===== src/rtl/loader_pkg.sv =====
// Shared definitions for the program loader.
//   state_e        : loader FSM states
//   HDR_BYTES      : length of the word-count header in bytes
//   BYTES_PER_WORD : bytes packed into one instruction word
//   word_addr()    : byte address of instruction word idx relative to a base
package loader_pkg;

  typedef enum logic [2:0] {
    ST_IDLE = 3'd0,
    ST_HDR  = 3'd1,
    ST_LOAD = 3'd2,
    ST_DONE = 3'd3,
    ST_ERR  = 3'd4
  } state_e;

  localparam int HDR_BYTES      = 2;
  localparam int BYTES_PER_WORD = 4;

  function automatic logic [63:0] word_addr(input logic [63:0] base, input logic [15:0] idx);
    return base + {46'd0, idx, 2'b00};
  endfunction

endpackage


===== src/rtl/prog_loader_if.sv =====
// Byte stream in / instruction-memory write out, bundled for the loader.
//   rx_valid, rx_data : byte offered by the host
//   rx_ready          : loader takes the byte this cycle
//   im_wr_en          : one-cycle instruction-memory write strobe
//   im_wr_addr        : byte address of the write
//   im_wr_data        : instruction word written
// master = host / memory side, slave = loader side.
interface prog_loader_if;
  logic        rx_valid;
  logic [7:0]  rx_data;
  logic        rx_ready;
  logic        im_wr_en;
  logic [63:0] im_wr_addr;
  logic [31:0] im_wr_data;

  modport master (
    output rx_valid, rx_data,
    input  rx_ready, im_wr_en, im_wr_addr, im_wr_data
  );

  modport slave (
    input  rx_valid, rx_data,
    output rx_ready, im_wr_en, im_wr_addr, im_wr_data
  );
endinterface


===== src/rtl/byte_packer.sv =====
// Packs accepted bytes little-endian into 32-bit words.
//   i_clk, i_rst_n : clock, asynchronous active-low reset
//   i_clr          : restart packing at byte 0 (partial word dropped)
//   i_accept       : i_byte is consumed this cycle
//   i_byte         : byte value
//   o_last         : this accept completes a word (combinational)
//   o_word_vld     : one-cycle pulse, the cycle after a word completes
//   o_word         : last completed word, held until the next one
module byte_packer
  import loader_pkg::*;
(
  input  logic        i_clk,
  input  logic        i_rst_n,
  input  logic        i_clr,
  input  logic        i_accept,
  input  logic [7:0]  i_byte,
  output logic        o_last,
  output logic        o_word_vld,
  output logic [31:0] o_word
);

  localparam logic [1:0] LAST_IDX = 2'(BYTES_PER_WORD - 1);

  logic [1:0]  r_cnt;
  logic        r_word_vld;
  logic [31:0] r_word;

  assign o_last = i_accept && (r_cnt == LAST_IDX);

  // Counter wraps naturally from 3 back to 0 at the end of each word.
  always_ff @(posedge i_clk or negedge i_rst_n) begin
    if (!i_rst_n) begin
      r_cnt <= '0;
    end else if (i_clr) begin
      r_cnt <= '0;
    end else if (i_accept) begin
      r_cnt <= r_cnt + 2'd1;
    end
  end

  // Byte lanes 0..2 are held; lane 3 comes straight from the completing byte.
  genvar gi;
  generate
    for (gi = 0; gi < BYTES_PER_WORD - 1; gi++) begin : g_lane
      logic [7:0] r_lane;
      always_ff @(posedge i_clk or negedge i_rst_n) begin
        if (!i_rst_n) begin
          r_lane <= '0;
        end else if (i_clr) begin
          r_lane <= '0;
        end else if (i_accept && (r_cnt == 2'(gi))) begin
          r_lane <= i_byte;
        end
      end
    end
  endgenerate

  always_ff @(posedge i_clk or negedge i_rst_n) begin
    if (!i_rst_n) begin
      r_word_vld <= 1'b0;
      r_word     <= '0;
    end else begin
      r_word_vld <= o_last && !i_clr;
      if (o_last && !i_clr) begin
        r_word <= {i_byte, g_lane[2].r_lane, g_lane[1].r_lane, g_lane[0].r_lane};
      end
    end
  end

  assign o_word_vld = r_word_vld;
  assign o_word     = r_word;

endmodule


===== src/rtl/prog_loader.sv =====
// Boot-time program loader: receives a 16-bit little-endian word count and
// that many 32-bit little-endian words over a byte stream, writes them to
// instruction memory from BASE_ADDR upward, then releases the core.
//   CLK        : clock
//   RST        : asynchronous active-low reset (deassertion synchronised)
//   bus        : byte stream in, instruction-memory writes out
//   load_req   : one-cycle pulse starting a load (from IDLE, DONE or ERR)
//   core_rst_n : core reset, released only in DONE
//   busy       : header or payload being received
//   done       : load completed
//   err        : header word count exceeded MAX_WORDS
module prog_loader
  import loader_pkg::*;
#(
  parameter logic [63:0] BASE_ADDR = 64'd0,
  parameter int          MAX_WORDS = 256
) (
  input  logic         CLK,
  input  logic         RST,
  prog_loader_if.slave bus,
  input  logic         load_req,
  output logic         core_rst_n,
  output logic         busy,
  output logic         done,
  output logic         err
);

  localparam logic [16:0] MAX_N = 17'(MAX_WORDS);

  logic [1:0]  r_rst_sync;
  logic        w_rst_n;
  state_e      r_state;
  state_e      w_state_next;
  logic        r_hdr_cnt;
  logic [7:0]  r_hdr_lo;
  logic [15:0] r_n_words;
  logic [15:0] r_word_idx;
  logic [63:0] r_wr_addr;
  logic        w_rx_ready;
  logic        w_accept;
  logic        w_hdr_last;
  logic [15:0] w_hdr_n;
  logic        w_start;
  logic        w_pk_accept;
  logic        w_pk_last;
  logic        w_pk_vld;
  logic [31:0] w_pk_word;

  // Assertion is immediate; release reaches the logic two edges later.
  always_ff @(posedge CLK or negedge RST) begin
    if (!RST) begin
      r_rst_sync <= 2'b00;
    end else begin
      r_rst_sync <= {r_rst_sync[0], 1'b1};
    end
  end
  assign w_rst_n = r_rst_sync[1];

  assign w_rx_ready  = (r_state == ST_HDR) || (r_state == ST_LOAD);
  assign w_accept    = bus.rx_valid && w_rx_ready;
  assign w_hdr_n     = {bus.rx_data, r_hdr_lo};
  assign w_hdr_last  = (r_state == ST_HDR) && w_accept && (r_hdr_cnt == 1'(HDR_BYTES - 1));
  assign w_pk_accept = (r_state == ST_LOAD) && w_accept;

  always_ff @(posedge CLK or negedge w_rst_n) begin
    if (!w_rst_n) begin
      r_state <= ST_IDLE;
    end else begin
      r_state <= w_state_next;
    end
  end

  always_comb begin
    w_state_next = r_state;
    w_start      = 1'b0;
    busy         = 1'b0;
    done         = 1'b0;
    err          = 1'b0;
    core_rst_n   = 1'b0;
    unique case (r_state)
      ST_IDLE: begin
        if (load_req) begin
          w_state_next = ST_HDR;
          w_start      = 1'b1;
        end
      end
      ST_HDR: begin
        busy = 1'b1;
        if (w_hdr_last) begin
          if (w_hdr_n == 16'd0)             w_state_next = ST_DONE;
          else if ({1'b0, w_hdr_n} > MAX_N) w_state_next = ST_ERR;
          else                              w_state_next = ST_LOAD;
        end
      end
      ST_LOAD: begin
        busy = 1'b1;
        // Leaving on the last byte makes DONE coincide with the final write.
        if (w_pk_last && (r_word_idx == r_n_words - 16'd1)) begin
          w_state_next = ST_DONE;
        end
      end
      ST_DONE: begin
        done       = 1'b1;
        core_rst_n = 1'b1;
        if (load_req) begin
          w_state_next = ST_HDR;
          w_start      = 1'b1;
        end
      end
      ST_ERR: begin
        err = 1'b1;
        if (load_req) begin
          w_state_next = ST_HDR;
          w_start      = 1'b1;
        end
      end
      default: w_state_next = ST_IDLE;
    endcase
  end

  always_ff @(posedge CLK or negedge w_rst_n) begin
    if (!w_rst_n) begin
      r_hdr_cnt  <= 1'b0;
      r_hdr_lo   <= '0;
      r_n_words  <= '0;
      r_word_idx <= '0;
      r_wr_addr  <= BASE_ADDR;
    end else begin
      if (w_start) begin
        r_hdr_cnt  <= 1'b0;
        r_word_idx <= '0;
      end else if ((r_state == ST_HDR) && w_accept) begin
        r_hdr_cnt <= r_hdr_cnt + 1'b1;
        if (r_hdr_cnt == 1'b0) r_hdr_lo <= bus.rx_data;
        if (w_hdr_last)        r_n_words <= w_hdr_n;
      end
      // Address is registered alongside the packer's word so both appear
      // together on the write pulse.
      if (w_pk_last) begin
        r_wr_addr  <= word_addr(BASE_ADDR, r_word_idx);
        r_word_idx <= r_word_idx + 16'd1;
      end
    end
  end

  byte_packer u_packer (
    .i_clk      (CLK),
    .i_rst_n    (w_rst_n),
    .i_clr      (w_start),
    .i_accept   (w_pk_accept),
    .i_byte     (bus.rx_data),
    .o_last     (w_pk_last),
    .o_word_vld (w_pk_vld),
    .o_word     (w_pk_word)
  );

  assign bus.rx_ready   = w_rx_ready;
  assign bus.im_wr_en   = w_pk_vld;
  assign bus.im_wr_addr = r_wr_addr;
  assign bus.im_wr_data = w_pk_word;

endmodule


===== src/flat_wrapper.sv =====
// flat-port wrapper written by rule: the top's interface ports become plain ports
module prog_loader_flat import loader_pkg::*;
#(
  parameter logic [63:0] BASE_ADDR = 64'd0,
  parameter int          MAX_WORDS = 256
)
  (CLK, RST, load_req, core_rst_n, busy, done, err, bus_rx_valid, bus_rx_data, bus_rx_ready, bus_im_wr_en, bus_im_wr_addr, bus_im_wr_data);
  prog_loader_if bus_i ();
  input  logic CLK;
  input  logic RST;
  input  logic load_req;
  output logic core_rst_n;
  output logic busy;
  output logic done;
  output logic err;
  input wire logic [$bits(bus_i.rx_valid)-1:0] bus_rx_valid;
  input wire logic [$bits(bus_i.rx_data)-1:0] bus_rx_data;
  output wire logic [$bits(bus_i.rx_ready)-1:0] bus_rx_ready;
  output wire logic [$bits(bus_i.im_wr_en)-1:0] bus_im_wr_en;
  output wire logic [$bits(bus_i.im_wr_addr)-1:0] bus_im_wr_addr;
  output wire logic [$bits(bus_i.im_wr_data)-1:0] bus_im_wr_data;
  assign bus_i.rx_valid = bus_rx_valid;
  assign bus_i.rx_data = bus_rx_data;
  assign bus_rx_ready = bus_i.rx_ready;
  assign bus_im_wr_en = bus_i.im_wr_en;
  assign bus_im_wr_addr = bus_i.im_wr_addr;
  assign bus_im_wr_data = bus_i.im_wr_data;
  prog_loader #(.BASE_ADDR(BASE_ADDR), .MAX_WORDS(MAX_WORDS)) u_core (.CLK(CLK), .RST(RST), .bus(bus_i), .load_req(load_req), .core_rst_n(core_rst_n), .busy(busy), .done(done), .err(err));
endmodule

===== config.mk =====
export PLATFORM = sky130hd
export DESIGN_NAME = prog_loader_flat
export DESIGN_NICKNAME = d
export VERILOG_FILES = /design/src/rtl/loader_pkg.sv /design/src/rtl/prog_loader_if.sv /design/src/rtl/byte_packer.sv /design/src/rtl/prog_loader.sv /design/src/flat_wrapper.sv
export SDC_FILE = /design/constraint.sdc
export NUM_CORES = 1
export LEC_CHECK = 0
export ABC_CLOCK_PERIOD_IN_PS = 7150
export CAP_MARGIN = 20
export CORE_MARGIN = 8
export CORE_UTILIZATION = 40
export DETAILED_ROUTE_END_ITERATION = 8
export HOLD_SLACK_MARGIN = 0.02
export PLACE_DENSITY = 0.63
export SETUP_SLACK_MARGIN = 0.2
export SLEW_MARGIN = 5
export SYNTH_ARGS = -nofsm -noshare
export SYNTH_HDL_FRONTEND = slang
export SYNTH_SLANG_ARGS = --single-unit

===== constraint.sdc =====
create_clock -name CLK -period 7.15 [get_ports CLK]
set_clock_uncertainty 0.05 [all_clocks]
set_input_delay 0.715 -clock CLK [delete_from_list [all_inputs] [get_ports CLK]]
set_output_delay 0.715 -clock CLK [all_outputs]
set_load 0.01 [all_outputs]

**Register map, names as in the netlist**

Scale bar: 50 um. Other sequential cells in the stronger grey, the rest of the logic in the fainter grey.
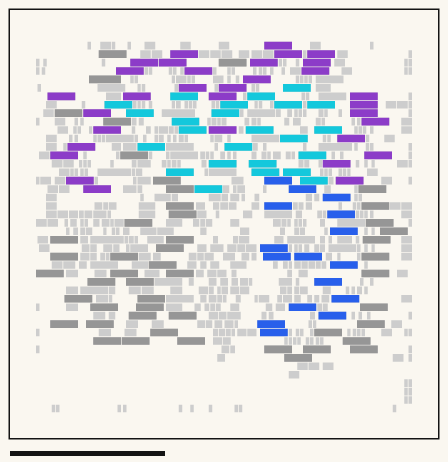
colour	netlist name	placed flops
blue	`u_core.r_word_idx`	16
purple	`u_core.u_packer.o_word`	32
cyan	`u_core.u_packer.g_lane.r_lane`	24
not coloured	49
sequential cell area share: 42.2%
power attributed to sequential cells: 0.000990 W
final core utilization: 49.4%

==> summary.txt <==
Implementation numbers.

- The number of global-route vias before repair is 4,381.
- In this run, the combinational gates consume 22.2% of the power.
- Entering global routing, the biggest net connects 61 pins.
- According to the I/O placement log, the pin count is about 110.
- The power report lists cell-internal power as between 0.0015 and 0.002 W.
- Dividing the detail-routed via count by the number of cells gives 5.06.
- The maximum fanout along the worst path is 39.
- The number of instances resized during post-cts repair is 0.
- Looking at hold timing, the worst path starts from u_core.r_rst_sync[0]$_DFF_PN0_.
- Summing all multi-input logic gate instances after layout gives between 2000 and 3000 um^2.
- For reference, the top cells by area after synthesis are sky130_fd_sc_hd__dfrtp_1, sky130_fd_sc_hd__nand2_1, sky130_fd_sc_hd__buf_4.
- Summing all placed instances gives a cell area of between 6000 and 7000 um^2.
- The number of hold buffers added after CTS was 0.
- The area taken by flip-flops and latches is 3030 um^2.
- The cell sitting at the root of the clock tree is a sky130_fd_sc_hd__clkbuf_16.
- For the worst reg-to-reg path, the startpoint reported by OpenROAD is u_core.r_state[1]$_DFFE_PN0P_.
- The yosys cell count is 633.
- The uppermost metal layer occupied by signal nets is met4.
- For flop-to-flop paths, the worst setup slack is ~3.4 ns.
- TritonCTS built the clock tree.
- The flow ran to the end, and the final reports show no timing, DRC or antenna violations.
- Counting distinct cell types in the post-synthesis netlist gives approximately 58.
- The weighted congestion reported at the end of routability-driven placement is ~0.89.
- The flip-flop and latch count after synthesis is 121.
- The maximum cell stage delay along the critical path is approximately 0.58 ns.
- The initial antenna violation count is 0.
- Across all stage logs, warnings added up to 29.
- In the post-route report, total wirelength is listed as ~14,000 um.
- The chip area from the yosys synthesis statistics is ~6000 um^2.
- The final tally of setup violations is 0.
- According to the finish report, the design has a final net count of around 700.
- Global routing used between 20% and 30% of the available met1 tracks.
- The headroom to the max-slew limit is between 30% and 40%.
- The final report gives the standard cell area, fillers excluded, as a little over 7000 um^2.
- The worst hold slack across all endpoints is ~0.32 ns.
- The first global-routing pass estimated roughly 23,000 um of wire.
- The number of diodes added for antenna fixing is 0.
- The post-synthesis average cell area is ~9.4 um^2.
- The total area inside the core boundary comes to around 15,000 um^2.
- The average wire length per cell after detail routing is 15.8 um.
- In the setup report, the worst path falls into the class in -> reg.
- The pin slew with the least headroom to its limit is roughly 0.97 ns.
- Counting instances, the worst hold path has a depth of 0.
- The layout overhead on the synthesized area is 20.7%.
- The share of total power consumed by net switching is 29.8%.
- The sequential power share is between 40% and 50%.
- The worst setup path is captured at a flop.
- For this design the ratio of total power to cell area is approximately 340 nW/um^2.
- The clock transition time at the flip-flop clock pins of the worst setup and hold paths is 0.05 ns.
- The async set-reset flop share out of synthesis is 100%.
- The slack of the critical path is about 3.1 ns.
- Across the run, the number of max-cap violations was 0.
- The worst ir drop on vdd is roughly 0.2 mV.
- The horizontal die dimension reported for this design is 138 um.
- The number of buffers on the longest clock path is 2.
- The DRC violations left is 0.
- Yosys reports that the leading cell type by area covers roughly 50% of the netlist area.
- CTS added clock buffers totalling 17.
- The shortest clock period the worst path allows after layout is between 4 and 5 ns.
- The tally of yosys warning messages is 0.
- The post-synthesis cell area is roughly 6000 um^2.
- The count of nets left with antenna violations once routing finished came out at 0.
- The TritonCTS sink count is between 100 and 150.
- Total power for the finished layout comes to between 0.002 and 0.0025 W.
- For the worst reg-to-reg path, the endpoint reported by OpenROAD is u_core.r_n_words[12]$_DFFE_PN0P_.
- The number of port buffers is between 60 and 70.
- The detailed router finished its first iteration with 315 violations.
- The floorplan core density is about two fifths.
- Counting flops with a built-in enable in the synthesized netlist gives 0.
- Sorting the synthesized cells by how often they occur yields sky130_fd_sc_hd__nand2_1, sky130_fd_sc_hd__dfrtp_1, sky130_fd_sc_hd__o21ai_0, sky130_fd_sc_hd__buf_4, sky130_fd_sc_hd__clkbuf_1.
- The largest individual stage delay along the critical path comes from the cell sky130_fd_sc_hd__or4_1.
- The total negative setup slack is 0 ns.
- Counting endpoints that fail hold in the final report gives 0.
- The switching component of the power was reported as 0.000733 W.
- Looking at the cell usage after synthesis, the top flip-flop cell is sky130_fd_sc_hd__dfrtp_1.
- The initialized floorplan defines about 44 standard-cell rows.
- The worst endpoint required time is between 7 and 8 ns.
- The logic depth of the worst register-to-register path is 8.
- The clock insertion delay at the later pin of the skew report is slightly above 0.4 ns.
- The vertical extent of the die is 138 um.
- The signal arrival time at the worst endpoint is ~4.2 ns.
- The layer flagged by global routing as most heavily used is met2.
- The final max-slew violation count recorded for this run is 0.
- The terminating pin of the worst hold path is u_core.r_rst_sync[1]$_DFF_PN0_.
**Metal layers overlaid**

Scale bar: 50 um.
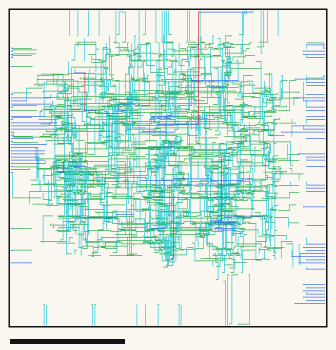
colour	layer	wire length
blue	met3	1,090 um
red	met4	124 um
green	met1	6,510 um
cyan	met2	6,290 um

final cells by class:
cell class | count | area share (%)
Sequential cell | 121 | 42.2
Multi-Input combinational cell | 469 | 35.5
Timing Repair Buffer | 71 | 9.69
Clock buffer | 22 | 6.74
Tap cell | 184 | 3.21
Clock inverter | 10 | 2.28
Inverter | 8 | 0.418
critical path: cells and delay by family:
family	cells	cell delay (ns)
AOI/OAI and AO/OA	2	0.51
muxes	1	0.34
and+or+nand+nor	4	1.71
buffers and inverters	2	0.93
power by group through the flow:
| stage | Sequential [W] | Combinational [W] | Clock (W) |
|---|---|---|---|
| 6_report | 0.000990 | 0.000547 | 0.000922 |
| 5_1_grt | 0.00101 | 0.000610 | 0.000972 |
| 4_1_cts | 0.000987 | 0.000544 | 0.000939 |
| 3_5_place_dp | 0.000998 | 0.000540 | 0 |
| 3_3_place_gp | 0.000987 | 0.000522 | 0 |
| 2_1_floorplan | 0.000939 | 0.000481 | 0 |
how the worst max path moves through the flow:
stage | start | cells past startpoint | slack, ns | end
finish | bus_rx_valid | 9 | 3.14 | u_core.r_n_words[12]$_DFFE_PN0P_
global route | bus_rx_valid | 9 | 2.96 | u_core.r_n_words[10]$_DFFE_PN0P_
CTS | bus_rx_valid | 9 | 3.14 | u_core.r_n_words[14]$_DFFE_PN0P_
detailed placement | bus_rx_valid | 9 | 2.71 | u_core.r_n_words[14]$_DFFE_PN0P_
global placement | bus_rx_valid | 9 | 2.83 | u_core.r_n_words[15]$_DFFE_PN0P_
floorplan | u_core.r_rst_sync[1]$_DFF_PN0_ | 0 | 3.48 | u_core.bus.im_wr_addr[10]$_DFFE_PN0P_
cells by family after synthesis:
| logic type | after synthesis | share of synthesized area, % |
|---|---|---|
| AND/OR/NAND/NOR | 275 | 20.6 |
| flip-flops | 121 | 50.9 |
| AND-OR/OR-AND | 95 | 9.67 |
| buffers and inverters | 90 | 9.31 |
| multiplexers | 27 | 5.63 |
| XOR/XNOR | 17 | 2.50 |
| adder cells (fa/ha/maj) | 6 | 1.26 |
| other | 2 | 0.126 |
layout by cell type (no fill, tap or decap), drive strengths merged, types with 3 or more instances in the layout:
cell type      Yosys  routed
clkbuf            20      22
ha                 6       6
buf               62       6
nand3b             4       4
nand4              8       8
o31ai              3       3
a21boi             5       5
dfrtp            121     121
o21ai             54      54
o211ai             4       4
nand2            192     192
nor2              17      17
clkdlybuf4s50      0      65
nor4               8       8
xor2               6       6
a31oi              5       5
a21oi             10      10
mux2              25      25
nand3              9       9
clkinv             0       4
bufinv             0       4
xnor2             11      11
inv                8       9
or4                5       5
or3                6       6
nor3               8       8
conb               2      49
registers in the layout, indices dropped and copies added (netlist names):
signal and flops:
u_core.u_packer.o_word_vld 1, u_core.r_n_words 16, u_core.r_word_idx 16, u_core.r_hdr_cnt 1
u_core.u_packer.g_lane.r_lane 24, u_core.u_packer.o_word 32, u_core.bus.im_wr_addr 16, u_core.r_rst_sync 2
u_core.u_packer.r_cnt 2, u_core.r_state 3, u_core.r_hdr_lo 8
stage by stage:
stage / util, % / cells
floorplan: - / 680
finish: 49.4 / 885
global placement: 44.9 / 851
global route: 49.4 / 885
detailed placement: 44.9 / 851
CTS: 49.3 / 883
Power is estimated from default activity; no workload was simulated.
